===== src/rtl/bayer_rx_monitor.sv =====
// ---------------------------------------------------------------------------
// bayer_rx_monitor
//
// Sink-side receiver for a GRBG Bayer video stream. It locks to the first
// frame start, then tags every valid pixel with its column, row and CFA
// colour phase for the demosaic stages. It also checks each line's pixel
// count and each frame's line count, and produces a per-frame modulo-2^32
// pixel checksum.
//
// Ports
//   clk          pixel clock
//   rst          synchronous, active-high reset
//   bayer_hsync  line sync (active low); monitored only, not used for counting
//   bayer_vsync  frame sync (active low); its falling edge is frame start
//   bayer_de     pixel valid; its falling edge is line end
//   bayer_data   raw Bayer pixel
//   pix_de       registered pixel valid (1-cycle latency)
//   pix_data     registered pixel
//   pix_x/pix_y  column/row index of pix_data
//   pix_color    colour phase {row[0], col[0]}: 0=Gr 1=R 2=B 3=Gb
//   frame_done   1-cycle pulse; frame_lines/frame_sum are updated on it
//   frame_lines  lines counted in the frame just closed
//   frame_sum    sum of bayer_data over the frame just closed
//   err_hlen     sticky: a line had a pixel count other than H_DISP
//   err_vlen     sticky: a frame had a line count other than V_DISP
//   locked       high once the first frame start has been seen
//
// Handshake: there is no backpressure. A pixel is transferred on every
// cycle where bayer_de is high; the tagged copy appears on the pix_* outputs
// exactly one cycle later, qualified by pix_de.
// ---------------------------------------------------------------------------
module bayer_rx_monitor #(
    parameter int H_DISP = 640,
    parameter int V_DISP = 480,
    parameter int CW     = 11
) (
    input  logic          clk,
    input  logic          rst,
    input  logic          bayer_hsync,
    input  logic          bayer_vsync,
    input  logic          bayer_de,
    input  logic [7:0]    bayer_data,
    output logic          pix_de,
    output logic [7:0]    pix_data,
    output logic [CW-1:0] pix_x,
    output logic [CW-1:0] pix_y,
    output logic [1:0]    pix_color,
    output logic          frame_done,
    output logic [CW-1:0] frame_lines,
    output logic [31:0]   frame_sum,
    output logic          err_hlen,
    output logic          err_vlen,
    output logic          locked
);

    localparam logic [CW-1:0] H_LEN = CW'(H_DISP);
    localparam logic [CW-1:0] V_LEN = CW'(V_DISP);
    localparam logic [CW-1:0] X_MAX = '1;

    typedef enum logic {
        S_HUNT  = 1'b0,
        S_FRAME = 1'b1
    } state_t;

    state_t r_state;
    state_t w_state_nxt;

    // Edge-detection history
    logic r_vsync_d;
    logic r_de_d;

    // Running counters for the open frame
    logic [CW-1:0] r_x;
    logic [CW-1:0] r_y;
    logic [CW-1:0] r_lines;
    logic [31:0]   r_sum;

    // Output registers
    logic          r_pix_de;
    logic [7:0]    r_pix_data;
    logic [CW-1:0] r_pix_x;
    logic [CW-1:0] r_pix_y;
    logic [1:0]    r_pix_color;
    logic          r_frame_done;
    logic [CW-1:0] r_frame_lines;
    logic [31:0]   r_frame_sum;
    logic          r_err_hlen;
    logic          r_err_vlen;

    logic          w_fs;
    logic          w_le;
    logic          w_locked;
    logic [CW-1:0] w_lines_le;
    logic [CW-1:0] w_x_base;
    logic [CW-1:0] w_y_base;
    logic [CW-1:0] w_lines_base;
    logic [31:0]   w_sum_base;
    logic [CW-1:0] w_x_inc;

    // hsync is observed but deliberately plays no part in counting.
    logic w_unused_hsync;
    assign w_unused_hsync = bayer_hsync;

    assign w_fs = r_vsync_d & ~bayer_vsync;
    assign w_le = r_de_d & ~bayer_de;

    // ---------------- FSM: state register ----------------
    always_ff @(posedge clk) begin
        if (rst) begin
            r_state <= S_HUNT;
        end else begin
            r_state <= w_state_nxt;
        end
    end

    // ---------------- FSM: next state ----------------
    always_comb begin
        w_state_nxt = r_state;
        case (r_state)
            S_HUNT:  if (w_fs) w_state_nxt = S_FRAME;
            S_FRAME: w_state_nxt = S_FRAME;
            default: w_state_nxt = S_HUNT;
        endcase
    end

    // ---------------- FSM: outputs ----------------
    always_comb begin
        w_locked = 1'b0;
        if (r_state == S_FRAME) w_locked = 1'b1;
    end

    // Counter values as seen by this cycle's pixel. A line end is applied
    // before a coincident frame start, so the closing frame still counts
    // its last line; the frame start then zeroes everything so a pixel on
    // the same cycle lands at (0,0) of the new frame.
    always_comb begin
        w_lines_le = r_lines;
        if (w_le) w_lines_le = r_lines + 1'b1;

        w_x_base     = r_x;
        w_y_base     = r_y;
        w_lines_base = w_lines_le;
        w_sum_base   = r_sum;
        if (w_le) begin
            w_x_base = '0;
            w_y_base = r_y + 1'b1;
        end
        if (w_fs) begin
            w_x_base     = '0;
            w_y_base     = '0;
            w_lines_base = '0;
            w_sum_base   = '0;
        end

        // x saturates rather than wrapping on an over-long line
        w_x_inc = (w_x_base == X_MAX) ? X_MAX : w_x_base + 1'b1;
    end

    // ---------------- Datapath ----------------
    always_ff @(posedge clk) begin
        if (rst) begin
            r_vsync_d     <= 1'b0;
            r_de_d        <= 1'b0;
            r_x           <= '0;
            r_y           <= '0;
            r_lines       <= '0;
            r_sum         <= '0;
            r_pix_de      <= 1'b0;
            r_pix_data    <= '0;
            r_pix_x       <= '0;
            r_pix_y       <= '0;
            r_pix_color   <= '0;
            r_frame_done  <= 1'b0;
            r_frame_lines <= '0;
            r_frame_sum   <= '0;
            r_err_hlen    <= 1'b0;
            r_err_vlen    <= 1'b0;
        end else begin
            r_vsync_d    <= bayer_vsync;
            r_de_d       <= bayer_de;
            r_frame_done <= 1'b0;
            r_pix_de     <= 1'b0;

            if (r_state == S_HUNT) begin
                // Pixels and checks are ignored until the first frame start
                if (w_fs) begin
                    r_x     <= '0;
                    r_y     <= '0;
                    r_lines <= '0;
                    r_sum   <= '0;
                end
            end else begin
                if (w_le && (r_x != H_LEN)) r_err_hlen <= 1'b1;

                if (w_fs) begin
                    r_frame_done  <= 1'b1;
                    r_frame_lines <= w_lines_le;
                    r_frame_sum   <= r_sum;
                    if (w_lines_le != V_LEN) r_err_vlen <= 1'b1;
                end

                r_x     <= w_x_base;
                r_y     <= w_y_base;
                r_lines <= w_lines_base;
                r_sum   <= w_sum_base;

                if (bayer_de) begin
                    r_pix_de    <= 1'b1;
                    r_pix_data  <= bayer_data;
                    r_pix_x     <= w_x_base;
                    r_pix_y     <= w_y_base;
                    r_pix_color <= {w_y_base[0], w_x_base[0]};
                    r_x         <= w_x_inc;
                    r_sum       <= w_sum_base + {24'd0, bayer_data};
                end
            end
        end
    end

    assign pix_de      = r_pix_de;
    assign pix_data    = r_pix_data;
    assign pix_x       = r_pix_x;
    assign pix_y       = r_pix_y;
    assign pix_color   = r_pix_color;
    assign frame_done  = r_frame_done;
    assign frame_lines = r_frame_lines;
    assign frame_sum   = r_frame_sum;
    assign err_hlen    = r_err_hlen;
    assign err_vlen    = r_err_vlen;
    assign locked      = w_locked;

endmodule


===== config.mk =====
export PLATFORM = sky130hd
export DESIGN_NAME = bayer_rx_monitor
export DESIGN_NICKNAME = d
export VERILOG_FILES = /design/src/rtl/bayer_rx_monitor.sv
export SDC_FILE = /design/constraint.sdc
export NUM_CORES = 1
export LEC_CHECK = 0
export ABC_AREA = 1
export CORE_ASPECT_RATIO = 1.4
export CORE_UTILIZATION = 35
export DETAILED_ROUTE_END_ITERATION = 6
export SYNTH_ARGS = -nofsm -noshare
export SYNTH_HDL_FRONTEND = slang
export SYNTH_SLANG_ARGS = --single-unit

===== constraint.sdc =====
create_clock -name clk -period 2.7 [get_ports clk]
set_input_delay 0.27 -clock clk [delete_from_list [all_inputs] [get_ports clk]]
set_output_delay 0.27 -clock clk [all_outputs]
set_load 0.005 [all_outputs]

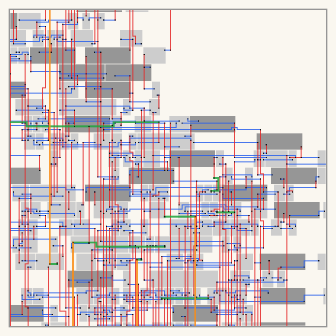
Run 1: a small window of the routed layout
Window x 65 to 115, y 100 to 150 um. Cells in gray, sequential cells in the stronger gray; small squares are vias.
met4: shown in orange. met1: shown in blue. met3: shown in green. met2: shown in red.
Most frequent: nand2_1 (31), dfxtp_1 (20), nor2_1 (16). 149 logic cells have their middle in the window. Sequential cells in the window: 20. Netlist names of flops here include `pix_x` (7), `r_x` (6), `r_sum` (3).

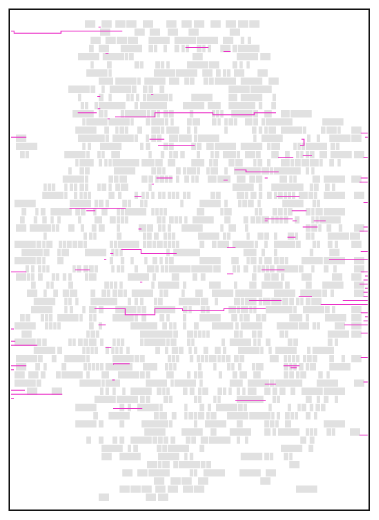
Run 1: the metal 3 layer
Scale: 3 px per um.
The layer carries 500 um of wire. The longest straight run is 20.2 um. 66 nets have wire on it. The layer holds 2.6% of the routed length. The wires run mostly horizontal.

==> results.toml, run 1 <==
# implementation run metrics
[timing]
setup_ws_ns = 0.3943
slew_headroom_pct = 67.24
hold_viol_final = 0
finalClockSkew_ns = 0.009585
finalSetupViolCount = 0
finalCritPeriodShare_pct = 85.40
fin_setup_tns_ns = 0
post-route-min-period_ns = 2.306
timing.hold.ws_ns = 0.4529
tightest_slew_ns = 0.4907
timing.final.max_slew_violations = 0
fmax_ghz = 0.4337
rsz0062_at_grt = "false"

[route]
via_per_inst = 4.876
drc_errors = 0
wl_per_cell_um = 14.00
vias = 6626
finalWirelength_um = 19030
firstDrtPassIters = 5
drt_iter0_drc = 372
antenna_left = 0

[place]
post_dp_cell_area_sq_um = 8165
dp.cells = 1328
gp_congestion = 0.9060
post-place-ws_ns = -0.01120
hpwl_um = 14160

[finish]
final_layout_size_suffix_gt1_share_pct = 8.610
nNetsFinal = 1128
diodes = 0
area_growth_syn_to_layout_pct = 29.38
fin_util_pct = 46.69
layout.cells.most_common_list = "211 x nand2_1, 158 x nor2_1, 145 x dfxtp_1, 107 x o21ai_0, 102 x inv_1"
instances_no_fill = 1359
fillers = 1931
finalInstanceArea_sq_um = 8755

[synth]
yosys_area_sq_um = 6766
synthesis.area_sq_um = 6766
ys.flop_type = "dfxtp_1"
ys_types = 36
synthDominantCellAreaShare_pct = 42.90
ys_top_cells_by_count = "211 x nand2_1, 159 x nor2_1, 145 x dfxtp_1"
top_cell = "nand2_1"
avgSynthCellArea_sq_um = 6.849
syn_inst = 988
synth_flop_count = 145
ys_seq_share_pct = 42.90
ys_cells = 988
syn-num-nets = 1013
top_cells_by_area = "dfxtp_1 43%, nand2_1 12%, nor2_1 8.8%, o21ai_0 7.9%, inv_1 5.7%"
async_flop_share_pct = 0
edf_count = 0
ys_warn_count = 0

[worst_setup_path]
crit_top_cell = "nand2_1"
end_kind = "flip-flop"
cp_num_buf_inv = 4
required_ns = 3.03
crit_slowest_cell = "clkdlybuf4s50_1"
startpoint_type = "input port"
arrival_ns = 2.63
path_cells = "clkdlybuf4s50_1 -> inv_2 -> nand2_4 -> nand2_1 -> inv_1 -> ha_1 -> fa_1 -> nand2_1 -> nand2_1 -> nand2_1 -> nand2_1 -> nand2_1 -> nand3_1 -> nand2_1 -> inv_1 -> nand3_1 -> nand2_1 -> nand2_1 -> nor2_1"
critPathMaxFanout = 7
critPathMaxStageDelay_ns = 0.48

[clocking]
cts.repair.resized = 0
insertion_delay_ns = 0.43
path_clk_slew_ns = 0.06
cts_buffer_depth = 2
cts_made_buffers = 17
h-tree-depth = 4
cts_setup_buffers = 0
cts_tree = "yes"
cts-hold-fix-buffers = 0

[floorplanning]
chipArea_sq_um = 19900
core_sq_um = 18750
num_io_pins = 93
fp.dieH_um = 166.5
rows = 59
initCoreUtil_pct = 36.09

[pwr]
p_per_area_nw_per_um2 = 554.2
vdd_drop_max_mv = 0.3249
power_uw = 4852

[min_path]
min_path_type = "flip-flop to flip-flop"

[grt]
antenna_found_initial = 0
grt_pass1_wl_um = 30860
grt_start_max_net_pins = 32
grt_pass1_vias = 6285
track_usage_pct = 19.51

[status]
status = "finished, final reports clean"

[job]
warnings = 27
maxCapViolCount = 0
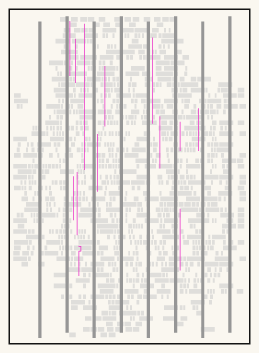
Run 1: M4 wires
Scale: 2 px per um. Supply wires on this layer in gray.
11 nets have wire on it. The layer carries 385 um of wire. The wires run mostly vertical. The layer holds 2.0% of the routed length.

[run 1: power by group]
part	leakage (uW)	internal (uW)	total (uW)	switching, uW
Sequential	0.00117	2170	2190	18.3
Combinational	0.00209	122	295	174
Clock	0.000292	1450	2370	920
Total	0.00355	3740	4850	1110
[run 1: area by class of cell]
| cell class | count | area (sq um) | share of cell area, % |
|---|---|---|---|
| multi-input cells | 698 | 3288 | 37.56 |
| clock inverters | 9 | 105.1 | 1.201 |
| flip-flops and latches | 145 | 2903 | 33.16 |
| repair buffers | 133 | 1264 | 14.43 |
| well taps | 244 | 305.3 | 3.487 |
| inverters | 108 | 405.4 | 4.631 |
| clock buffers | 22 | 484.2 | 5.531 |
[run 1: sequential cells by signal (all words and copies together), names as in the netlist, 8 cells and up]
name and flops:
frame_lines 11, frame_sum 32, pix_data 8, pix_x 11
pix_y 11, r_lines 11, r_sum 32, r_x 11
r_y 11
[run 1: per-layer routing]
metal	share of wire (%)	routed length, um	GRT usage [%]	vias up
met2	52	9895	35.91	121
met5	0	0	0	-
met3	2.6	500	3.630	31
met1	43	8245	21.54	3045
met4	2.0	384	8.315	0
li1	-	-	-	3429
[run 1: path summary, 6_finish.rpt]
kind	endpoint	slack, ns	start	cells after the start
worst min-delay path	err_vlen	0.45	err_vlen	2
worst max register to register	r_sum[28]	0.44	r_vsync_d	17
worst max-delay path	r_sum[28]	0.39	bayer_vsync	19
worst min register to register	err_vlen	0.45	err_vlen	2
[run 1: cells by family after synthesis]
logic type | share of synthesized area [%]
and+or+nand+nor | 29.84
xor gates and xnor gates | 1.036
AOI/OAI and AO/OA | 15.27
adders and majority gates | 2.330
buffers and inverters | 8.617
DFF | 42.90
==> inputs of run 2 (changes only) <==
--- a/config.mk
+++ b/config.mk
@@ -8,7 +8,9 @@
 export ABC_AREA = 1
 export CORE_ASPECT_RATIO = 1.4
 export CORE_UTILIZATION = 35
+export CTS_CLUSTER_SIZE = 30
 export DETAILED_ROUTE_END_ITERATION = 6
+export SLEW_MARGIN = 20
 export SYNTH_ARGS = -nofsm -noshare
 export SYNTH_HDL_FRONTEND = slang
 export SYNTH_SLANG_ARGS = --single-unit
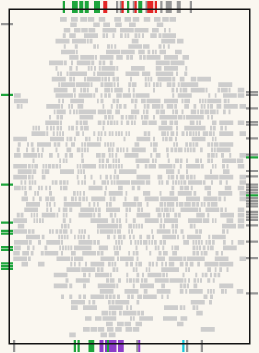
Run 2: pin map
Scale: 2 px per um. Pins as bars across the die edge, other pins in gray.
`frame_done`: shown in cyan, pins 1, direction output, edge bottom. `bayer_data`: shown in red, pins 8, direction input, edge top. `frame_lines`: shown in purple, pins 11, direction output, edge bottom. `frame_sum`: shown in green, pins 32, direction output, edge 14 top, 10 left, 6 bottom, 2 right.
DIE HEIGHT: 166.5 um
overall die width: 119.5 um
IO Port Bufs: 91

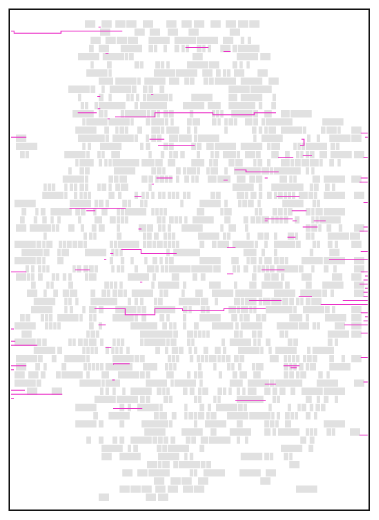
Run 2: the metal 3 layer
Scale: 3 px per um.
The layer carries 500 um of wire. The layer holds 2.6% of the routed length. The longest straight run is 20.2 um. 66 nets have wire on it.
WL final: 19030 um
via count: 6626
met3 GRT Util: 3.630%

==> run 2 against run 1 <==
Against the previous run:
- global-route usage unchanged
- combinational power about the same
- sequential power about the same
- largest power group unchanged
==> results.toml, run 2 <==
# implementation run metrics
[status]
status = "finished, final reports clean"

[clocking]
cts-hold-fix-buffers = 0
h-tree-depth = 4
cts_buffer_depth = 2
insertion_delay_ns = 0.43
cts_made_buffers = 17
cts_setup_buffers = 0
cts_tree = "yes"
cts.repair.resized = 0
cts_root_buf = "clkbuf_16"
cts.sinks = 145
path_clk_slew_ns = 0.06

[worst_setup_path]
reg2reg_slack_ns = 0.44
end_kind = "flip-flop"
worstReg2RegEnd = "r_sum[28]"
required_ns = 3.03
r2r.worst_path.cells = 17
arrival_ns = 2.63
timing.rr.start = "r_vsync_d"
critPathMaxFanout = 7
startpoint_type = "input port"
criticalPathCategory = "input port to flip-flop"

[route]
wl_met1_um = 8245
via_per_inst = 4.876
drt_iter0_drc = 372
antenna_left = 0
dr_wl_met3_um = 500
drc_errors = 0
wl_per_cell_um = 14.00
firstDrtPassIters = 5
wl_met2_um = 9895
top_layer_used = "met4"

[timing]
post-route-min-period_ns = 2.306
rsz0062_at_grt = "false"
timing.final.max_slew_violations = 0
slew_headroom_pct = 67.24
finalClockSkew_ns = 0.009585
hold_viol_final = 0
finalCritPeriodShare_pct = 85.40
finalSetupViolCount = 0
fmax_ghz = 0.4337
tightest_slew_ns = 0.4907

[place]
dp.cells = 1328
gp_congestion = 0.9060
hpwl_um = 14160

[synth]
top_cells_by_area = "dfxtp_1 43%, nand2_1 12%, nor2_1 8.8%, o21ai_0 7.9%, inv_1 5.7%"
ys_seq_share_pct = 42.90
syn-num-nets = 1013
synthDominantCellAreaShare_pct = 42.90
edf_count = 0
top_cell = "nand2_1"
mux_share_pct = 0
xor_area_share_pct = 1.036
ys_warn_count = 0
syn_inst = 988
async_flop_share_pct = 0
synthAdderAreaFrac_pct = 2.330
synthesis.area_sq_um = 6766
synth_flop_count = 145
ys_types = 36
aoi_share_pct = 15.27
yosys_area_sq_um = 6766
ys_cells = 988
top_area_cell = "dfxtp_1"
logic_family = "simple AND/OR/NAND/NOR gates"
ys_top_cells_by_count = "211 x nand2_1, 159 x nor2_1, 145 x dfxtp_1"
ys.flop_type = "dfxtp_1"
avgSynthCellArea_sq_um = 6.849
synthSimpleGateAreaFrac_pct = 29.84

[finish]
final_layout_size_suffix_gt1_share_pct = 8.610
nNetsFinal = 1128
fin_util_pct = 46.69
combGateArea_sq_um = 3288
seq_area_sq_um = 2903
final_common_cell = "nand2_1"
instances_no_fill = 1359
diodes = 0
area_growth_syn_to_layout_pct = 29.38
fillers = 1931
layout.cells.most_common_list = "211 x nand2_1, 158 x nor2_1, 145 x dfxtp_1, 107 x o21ai_0, 102 x inv_1"

[grt]
track_usage_pct = 19.51
antenna_found_initial = 0
grt_start_max_net_pins = 32
grt_util_met2_pct = 35.91
grt-ovfl-total = 0
grt_pass1_wl_um = 30860
use_met1_pct = 21.54
gr-max-usage-layer = "met2"
grt_pass1_vias = 6285

[floorplanning]
num_io_pins = 93
chipArea_sq_um = 19900
rows = 59
initCoreUtil_pct = 36.09
core_sq_um = 18750

[min_path]
min_path_type = "flip-flop to flip-flop"
worst_hold_startpoint = "err_vlen"
whs_path_depth = 2
hold_path_end = "err_vlen"

[job]
warnings = 27
maxCapViolCount = 0

[pwr]
p_per_area_nw_per_um2 = 554.2
leakagePower_uw = 0.003552
vdd_drop_max_mv = 0.3249
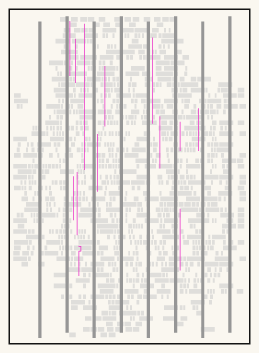
Run 2: M4 wires
Scale: 2 px per um. Supply wires on this layer in gray.
The wires run mostly vertical. The layer carries 385 um of wire. The layer holds 2.0% of the routed length.

run 2: cell counts after synthesis:
Identical to the previous run, type by type.
run 2: worst max path at each step:
| stage | from | end | cells after the start |
|---|---|---|---|
| floorplan | r_vsync_d | r_sum[28] | 19 |
| global route | bayer_vsync | r_sum[28] | 19 |
| detailed placement | bayer_vsync | r_sum[28] | 19 |
| global placement | bayer_vsync | r_sum[28] | 19 |
| CTS | bayer_vsync | r_sum[28] | 19 |
| finish | bayer_vsync | r_sum[28] | 19 |
run 2: final cells by class:
| class | count | area share, % |
|---|---|---|
| multi-input cells | 698 | 37.56 |
| flip-flops and latches | 145 | 33.16 |
| repair buffers | 133 | 14.43 |
| clock buffers | 22 | 5.531 |
| inverters | 108 | 4.631 |
| well taps | 244 | 3.487 |
| clock inverters | 9 | 1.201 |
run 2: worst max-delay path, cell delays in order:
cell             delay [ns]
clkdlybuf4s50_1        0.48
inv_2                  0.11
nand2_4                0.08
nand2_1                0.08
inv_1                  0.04
ha_1                   0.21
fa_1                   0.39
nand2_1                0.08
nand2_1                0.04
nand2_1                0.05
nand2_1                0.07
nand2_1                0.08
nand3_1                0.12
nand2_1                0.16
inv_1                  0.10
nand3_1                0.11
nand2_1                0.06
nand2_1                0.05
nor2_1                 0.03
run 2: per-stage QoR:
stage	total power (uW)	area, sq um	hold WS, ns	setup TNS (ns)	setup WS [ns]
final	4852	8755	0.4529	0	0.3943
after global routing	5026	8755	0.4802	0	0.2012
after CTS	4894	8755	0.4552	0	0.4365
after detailed placement	2530	8165	0.4423	-0.01120	-0.01120
after global placement	2528	8165	0.4378	0	0.02069
after floorplan	2389	6766	0.3959	0	0.2657
run 2: power breakdown:
part	total, uW	internal [uW]	switching, uW
clock network	2370	1450	920
registers	2190	2170	18.3
logic	295	122	174
total	4850	3740	1110
Power is estimated from default activity; no workload was simulated.
